Figure 1. Routed metal per tile.
The die is cut into 25 by 25 equal tiles; dark blue is low, red is high, scaled to the fullest tile. Values are wire area over tile area, all layers added.
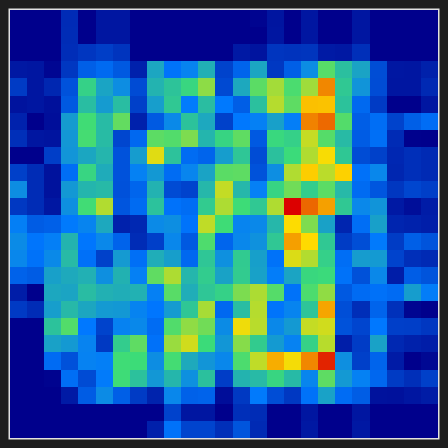
Figure 2. Clock wires, drivers and flops.
Bar = 50 um.
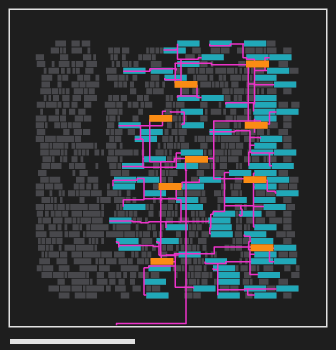
--- src/rtl/me_sad_search_engine_if.sv ---
// Handshake, memory-read and result bundle of the SAD search engine.
// master: requester side (start, pixel data); slave: engine side.
interface me_sad_search_engine_if #(
  parameter int PIXEL_W = 8,
  parameter int BLK     = 16,
  parameter int SRCH    = 16
);
  localparam int W      = BLK + SRCH - 1;
  localparam int RA_W   = $clog2(BLK * BLK);
  localparam int SA_W   = $clog2(W * W);
  localparam int MV_W   = (SRCH > 1) ? $clog2(SRCH) : 1;
  localparam int DIST_W = PIXEL_W + $clog2(BLK * BLK);

  logic               start;
  logic               busy;
  logic               done;
  logic [RA_W-1:0]    addr_r;
  logic [SA_W-1:0]    addr_s;
  logic [PIXEL_W-1:0] r_data;
  logic [PIXEL_W-1:0] s_data;
  logic [MV_W-1:0]    motion_x;
  logic [MV_W-1:0]    motion_y;
  logic [DIST_W-1:0]  best_sad;

  modport master (
    output start, r_data, s_data,
    input  busy, done, addr_r, addr_s,
    input  motion_x, motion_y, best_sad
  );

  modport slave (
    input  start, r_data, s_data,
    output busy, done, addr_r, addr_s,
    output motion_x, motion_y, best_sad
  );
endinterface

--- src/rtl/me_sad_search_engine.sv ---
// Full-search block-matching SAD motion estimator.
// Ports: clk, reset (async, high); bus = slave modport of
// me_sad_search_engine_if (start/busy/done, addr_r/addr_s,
// r_data/s_data, motion_x/motion_y/best_sad).
// Optional macro ME_EARLY_TERM_EN: abort a candidate once its
// partial SAD can no longer beat the best one.
module me_sad_search_engine #(
  parameter int PIXEL_W = 8,
  parameter int BLK     = 16,
  parameter int SRCH    = 16
) (
  input  logic clk,
  input  logic reset,
  me_sad_search_engine_if.slave bus
);
  localparam int W      = BLK + SRCH - 1;
  localparam int RA_W   = $clog2(BLK * BLK);
  localparam int SA_W   = $clog2(W * W);
  localparam int MV_W   = (SRCH > 1) ? $clog2(SRCH) : 1;
  localparam int DIST_W = PIXEL_W + $clog2(BLK * BLK);
  localparam int IX_W   = (BLK > 1) ? $clog2(BLK) : 1;

  typedef enum logic [2:0] {
    S_IDLE, S_RUN, S_DRAIN, S_CMP, S_DONE
  } state_t;

  state_t r_state, w_next;

  logic [IX_W-1:0]   r_i, r_j;
  logic [MV_W-1:0]   r_mx, r_my;
  logic [MV_W-1:0]   r_bmx, r_bmy;
  logic [MV_W-1:0]   r_mv_x, r_mv_y;
  logic [DIST_W-1:0] r_acc, r_best, r_sad;
  logic              r_best_vld;
  logic              r_rd_vld;
  logic              r_done;

  logic              w_last_pix;
  logic              w_last_cand;
  logic              w_better;
  logic              w_abort;
  logic [PIXEL_W:0]  w_abs;

  assign w_last_pix  = (r_i == IX_W'(BLK - 1)) &&
                       (r_j == IX_W'(BLK - 1));
  assign w_last_cand = (r_mx == MV_W'(SRCH - 1)) &&
                       (r_my == MV_W'(SRCH - 1));
  assign w_better    = !r_best_vld || (r_acc < r_best);

  assign w_abs = (bus.r_data >= bus.s_data)
    ? ({1'b0, bus.r_data} - {1'b0, bus.s_data})
    : ({1'b0, bus.s_data} - {1'b0, bus.r_data});

`ifdef ME_EARLY_TERM_EN
  // Partial SAD already ties or exceeds best: strict compare
  // can never select this candidate, so stop reading it.
  assign w_abort = r_best_vld && (r_acc >= r_best);
`else
  assign w_abort = 1'b0;
`endif

  always_ff @(posedge clk or posedge reset) begin
    if (reset) r_state <= S_IDLE;
    else       r_state <= w_next;
  end

  always_comb begin
    w_next = r_state;
    unique case (r_state)
      S_IDLE:  if (bus.start) w_next = S_RUN;
      S_RUN: begin
        if (w_abort)         w_next = S_CMP;
        else if (w_last_pix) w_next = S_DRAIN;
      end
      S_DRAIN: w_next = S_CMP;
      S_CMP:   w_next = w_last_cand ? S_DONE : S_RUN;
      S_DONE:  w_next = S_IDLE;
      default: w_next = S_IDLE;
    endcase
  end

  always_ff @(posedge clk or posedge reset) begin
    if (reset) begin
      r_i        <= '0;
      r_j        <= '0;
      r_mx       <= '0;
      r_my       <= '0;
      r_bmx      <= '0;
      r_bmy      <= '0;
      r_mv_x     <= '0;
      r_mv_y     <= '0;
      r_acc      <= '0;
      r_best     <= '0;
      r_sad      <= '0;
      r_best_vld <= 1'b0;
      r_rd_vld   <= 1'b0;
      r_done     <= 1'b0;
    end else begin
      // Read data returns one cycle after a RUN address.
      r_rd_vld <= (r_state == S_RUN);
      r_done   <= (r_state == S_DONE);
      unique case (r_state)
        S_IDLE: begin
          r_i        <= '0;
          r_j        <= '0;
          r_mx       <= '0;
          r_my       <= '0;
          r_acc      <= '0;
          r_best_vld <= 1'b0;
        end
        S_RUN: begin
          if (r_rd_vld) r_acc <= r_acc + DIST_W'(w_abs);
          if (r_i == IX_W'(BLK - 1)) begin
            r_i <= '0;
            r_j <= r_j + IX_W'(1);
          end else begin
            r_i <= r_i + IX_W'(1);
          end
        end
        S_DRAIN: begin
          if (r_rd_vld) r_acc <= r_acc + DIST_W'(w_abs);
        end
        S_CMP: begin
          if (w_better) begin
            r_best     <= r_acc;
            r_best_vld <= 1'b1;
            r_bmx      <= r_mx;
            r_bmy      <= r_my;
          end
          r_acc <= '0;
          r_i   <= '0;
          r_j   <= '0;
          if (r_mx == MV_W'(SRCH - 1)) begin
            r_mx <= '0;
            r_my <= r_my + MV_W'(1);
          end else begin
            r_mx <= r_mx + MV_W'(1);
          end
        end
        S_DONE: begin
          r_sad  <= r_best;
          r_mv_x <= r_bmx;
          r_mv_y <= r_bmy;
        end
        default: ;
      endcase
    end
  end

  assign bus.busy     = (r_state != S_IDLE);
  assign bus.done     = r_done;
  assign bus.motion_x = r_mv_x;
  assign bus.motion_y = r_mv_y;
  assign bus.best_sad = r_sad;

  assign bus.addr_r = (r_state == S_RUN)
    ? RA_W'(32'(r_j) * BLK + 32'(r_i)) : '0;
  assign bus.addr_s = (r_state == S_RUN)
    ? SA_W'((32'(r_my) + 32'(r_j)) * W
            + 32'(r_mx) + 32'(r_i)) : '0;
endmodule
--- src/flat_wrapper.sv ---
// flat-port wrapper written by rule: the top's interface ports become plain ports
module me_sad_search_engine_flat 
#(
  parameter int PIXEL_W = 8,
  parameter int BLK     = 16,
  parameter int SRCH    = 16
)
  (clk, reset, bus_start, bus_r_data, bus_s_data, bus_busy, bus_done, bus_addr_r, bus_addr_s, bus_motion_x, bus_motion_y, bus_best_sad);
  me_sad_search_engine_if #(.PIXEL_W(PIXEL_W), .BLK(BLK), .SRCH(SRCH)) bus_i ();
  input  logic clk;
  input  logic reset;
  input wire logic [$bits(bus_i.start)-1:0] bus_start;
  input wire logic [$bits(bus_i.r_data)-1:0] bus_r_data;
  input wire logic [$bits(bus_i.s_data)-1:0] bus_s_data;
  output wire logic [$bits(bus_i.busy)-1:0] bus_busy;
  output wire logic [$bits(bus_i.done)-1:0] bus_done;
  output wire logic [$bits(bus_i.addr_r)-1:0] bus_addr_r;
  output wire logic [$bits(bus_i.addr_s)-1:0] bus_addr_s;
  output wire logic [$bits(bus_i.motion_x)-1:0] bus_motion_x;
  output wire logic [$bits(bus_i.motion_y)-1:0] bus_motion_y;
  output wire logic [$bits(bus_i.best_sad)-1:0] bus_best_sad;
  assign bus_i.start = bus_start;
  assign bus_i.r_data = bus_r_data;
  assign bus_i.s_data = bus_s_data;
  assign bus_busy = bus_i.busy;
  assign bus_done = bus_i.done;
  assign bus_addr_r = bus_i.addr_r;
  assign bus_addr_s = bus_i.addr_s;
  assign bus_motion_x = bus_i.motion_x;
  assign bus_motion_y = bus_i.motion_y;
  assign bus_best_sad = bus_i.best_sad;
  me_sad_search_engine #(.PIXEL_W(PIXEL_W), .BLK(BLK), .SRCH(SRCH)) u_core (.clk(clk), .reset(reset), .bus(bus_i));
endmodule
--- config.mk ---
export PLATFORM = sky130hd
export DESIGN_NAME = me_sad_search_engine_flat
export DESIGN_NICKNAME = d
export VERILOG_FILES = /design/src/rtl/me_sad_search_engine_if.sv /design/src/rtl/me_sad_search_engine.sv /design/src/flat_wrapper.sv
export SDC_FILE = /design/constraint.sdc
export NUM_CORES = 1
export LEC_CHECK = 0
export CAP_MARGIN = 10
export CORE_MARGIN = 10
export CORE_UTILIZATION = 59
export CTS_BUF_LIST = sky130_fd_sc_hd__clkbuf_16
export CTS_CLUSTER_SIZE = 30
export DETAILED_ROUTE_END_ITERATION = 12
export MAX_ROUTING_LAYER = met4
export PLACE_DENSITY_LB_ADDON = 0.08
export SLEW_MARGIN = 10
export SYNTH_ARGS = -nofsm -noshare
export SYNTH_HDL_FRONTEND = slang
export SYNTH_SLANG_ARGS = --single-unit
--- constraint.sdc ---
create_clock -name clk -period 7.4 [get_ports clk]
set_input_delay 1.48 -clock clk [delete_from_list [all_inputs] [get_ports clk]]
set_output_delay 1.48 -clock clk [all_outputs]
set_load 0.02 [all_outputs]
==> impl_metrics.yaml <==
# physical design summary
status:
  status: "finished clean"
sta:
  finalHoldViolCount: 0
  hold_slack_ns: 0.504
  finalSetupTns_ns: 0
  finalClockPeriodUsage_pct: 95.5
synthesis:
  synthXorXnorAreaFrac_pct: 3.15
  flop_cell: "dfrtp_1"
  yosysWarnings: 0
  syn_nets: 825
  adder_share_pct: 19.4
  synth.area.mux_share_pct: 6.68
  async_flop_share_pct: 100
  simple_gate_share_pct: 13.6
  syn_inst: 712
  synthAoiAreaFrac_pct: 18.8
grt:
  overflow: 0
  first_global_vias: 5630
  antenna_found_initial: 0
power:
  internal_power_uw: 1630
  power_density_nw_per_um2: 383
  pwr-share-seq_pct: 21.9
  total_power_uw: 2950
  swShare_pct: 44.7
  clkPwrFrac_pct: 15.4
placement:
  hpwl_um: 11200
clocking:
  cts_setup_buffers: 0
  cts_resized: 0
  insertion_delay_ns: 0.35
  h-tree-depth: 3
  clkTransAtPathRegs_ns: 0.06
cells_and_area:
  drive_gt1_share_pct: 7.72
  finalNonFillerCells: 904
  lay_top_cells: "dfrtp_1 (86), nand2_1 (83), ha_1 (78), inv_1 (64), clkdlybuf4s50_1 (61)"
floorplanning:
  die-width_um: 126
  core_um2: 10900
  fp_util_pct: 61.0
  io_pins: 63
drt:
  routed_via_density: 6.02
  wl_um: 15000
  route.detailed.drc: 0
  drtPass1Iterations: 5
  avgRoutedWirePerCell_um: 16.6
critical_path:
  crit_path_top_delay_cell: "clkdlybuf4s50_1"
  cp-end-kind: "output pin"
  worst-path-max-fanout: 7
Notes on Figure 1 above:
emptiest ninth of the die	north-west
tiles over half the peak	14%
fullest tile	0.60
nearly empty tiles	18%
mean over tiles	0.15

Notes on Figure 2 above:
[clock wires] magenta | length: 1060 um
[flip-flops] cyan | count: 86
[clock drivers] orange | count: 9
routed clock nets	10

synth_stat cells, types with 9 or more instances:
| library cell | instances | share of area [%] |
|---|---|---|
| nand3_1 | 10 | 0.75 |
| nand2_1 | 83 | 4.7 |
| a21o_1 | 11 | 1.2 |
| inv_1 | 65 | 3.7 |
| a211oi_1 | 14 | 1.6 |
| dfrtp_1 | 86 | 32 |
| o211ai_1 | 11 | 1.2 |
| fa_1 | 16 | 4.8 |
| o21ai_0 | 27 | 2.0 |
| nand2b_1 | 9 | 0.84 |
| mux2_2 | 24 | 4.1 |
| nor2_1 | 32 | 1.8 |
| xor2_1 | 12 | 1.6 |
| mux2i_1 | 16 | 2.4 |
| xnor2_1 | 12 | 1.6 |
| o2111ai_1 | 24 | 3.2 |
| o311ai_0 | 12 | 1.6 |
| clkbuf_1 | 18 | 1.0 |
| ha_1 | 78 | 15 |
| buf_2 | 10 | 0.75 |
| and2_1 | 11 | 1.0 |
| a21oi_1 | 44 | 3.3 |
cell type report:
| cell class | count | area, um^2 | area share, % |
|---|---|---|---|
| clock inverters | 7 | 73.8 | 0.960 |
| clock buffers | 9 | 225 | 2.93 |
| multi-input cells | 528 | 4140 | 53.8 |
| repair buffers | 69 | 683 | 8.88 |
| well taps | 140 | 175 | 2.28 |
| flip-flops and latches | 86 | 2150 | 28.0 |
| inverters | 65 | 245 | 3.19 |
routing by layer:
layer / global-route usage, % / wire (um) / up-vias
li1: - / - / 2650
met3: 4.37 / 898 / 29
met5: - / 0 / -
met1: 24.6 / 6840 / 2599
met2: 30.5 / 7010 / 168
met4: 7.50 / 285 / 0
logic make-up (layout without fill, tap and decap cells):
group                    count (synthesis)  in the layout
buffers and inverters                   98            150
multiplexers                            41             41
AND-OR/OR-AND                          181            181
AND/OR/NAND/NOR                        188            188
adder cells (fa/ha/maj)                 94             94
flip-flops                              86             86
XOR/XNOR                                24             24
state kept, by name, indices dropped and copies added (netlist names), 3 cells and up:
register / cells
u_core.bus.best_sad: 16
u_core.bus.motion_x: 4
u_core.bus.motion_y: 4
u_core.r_acc: 16
u_core.r_best: 16
u_core.r_bmx: 4
u_core.r_bmy: 4
u_core.r_i: 4
u_core.r_j: 4
u_core.r_mx: 4
u_core.r_my: 4
u_core.r_state: 3
power groups by stage:
stage | registers [uW] | logic [uW] | clock network (uW)
6_report | 644 | 1850 | 454
2_1_floorplan | 610 | 1280 | 0
5_1_grt | 656 | 2100 | 479
4_1_cts | 640 | 1860 | 457
3_3_place_gp | 643 | 1800 | 0
3_5_place_dp | 647 | 1840 | 0
worst paths after layout:
kind,start,to,slack (ns),cells after the start
max reg2reg,u_core.r_acc[2],u_core.r_best[11],4.69,7
min in group asynchronous,reset,u_core.r_bmy[3],1.77,3
min reg2reg,u_core.bus.best_sad[8],u_core.bus.best_sad[8],0.50,1
max in group asynchronous,reset,u_core.r_acc[4],4.91,3
max,u_core.r_my[1],bus_addr_s[8],0.34,16
min,u_core.bus.best_sad[8],u_core.bus.best_sad[8],0.50,1
Power figures rest on the tool's default switching activity, not on a simulated workload.
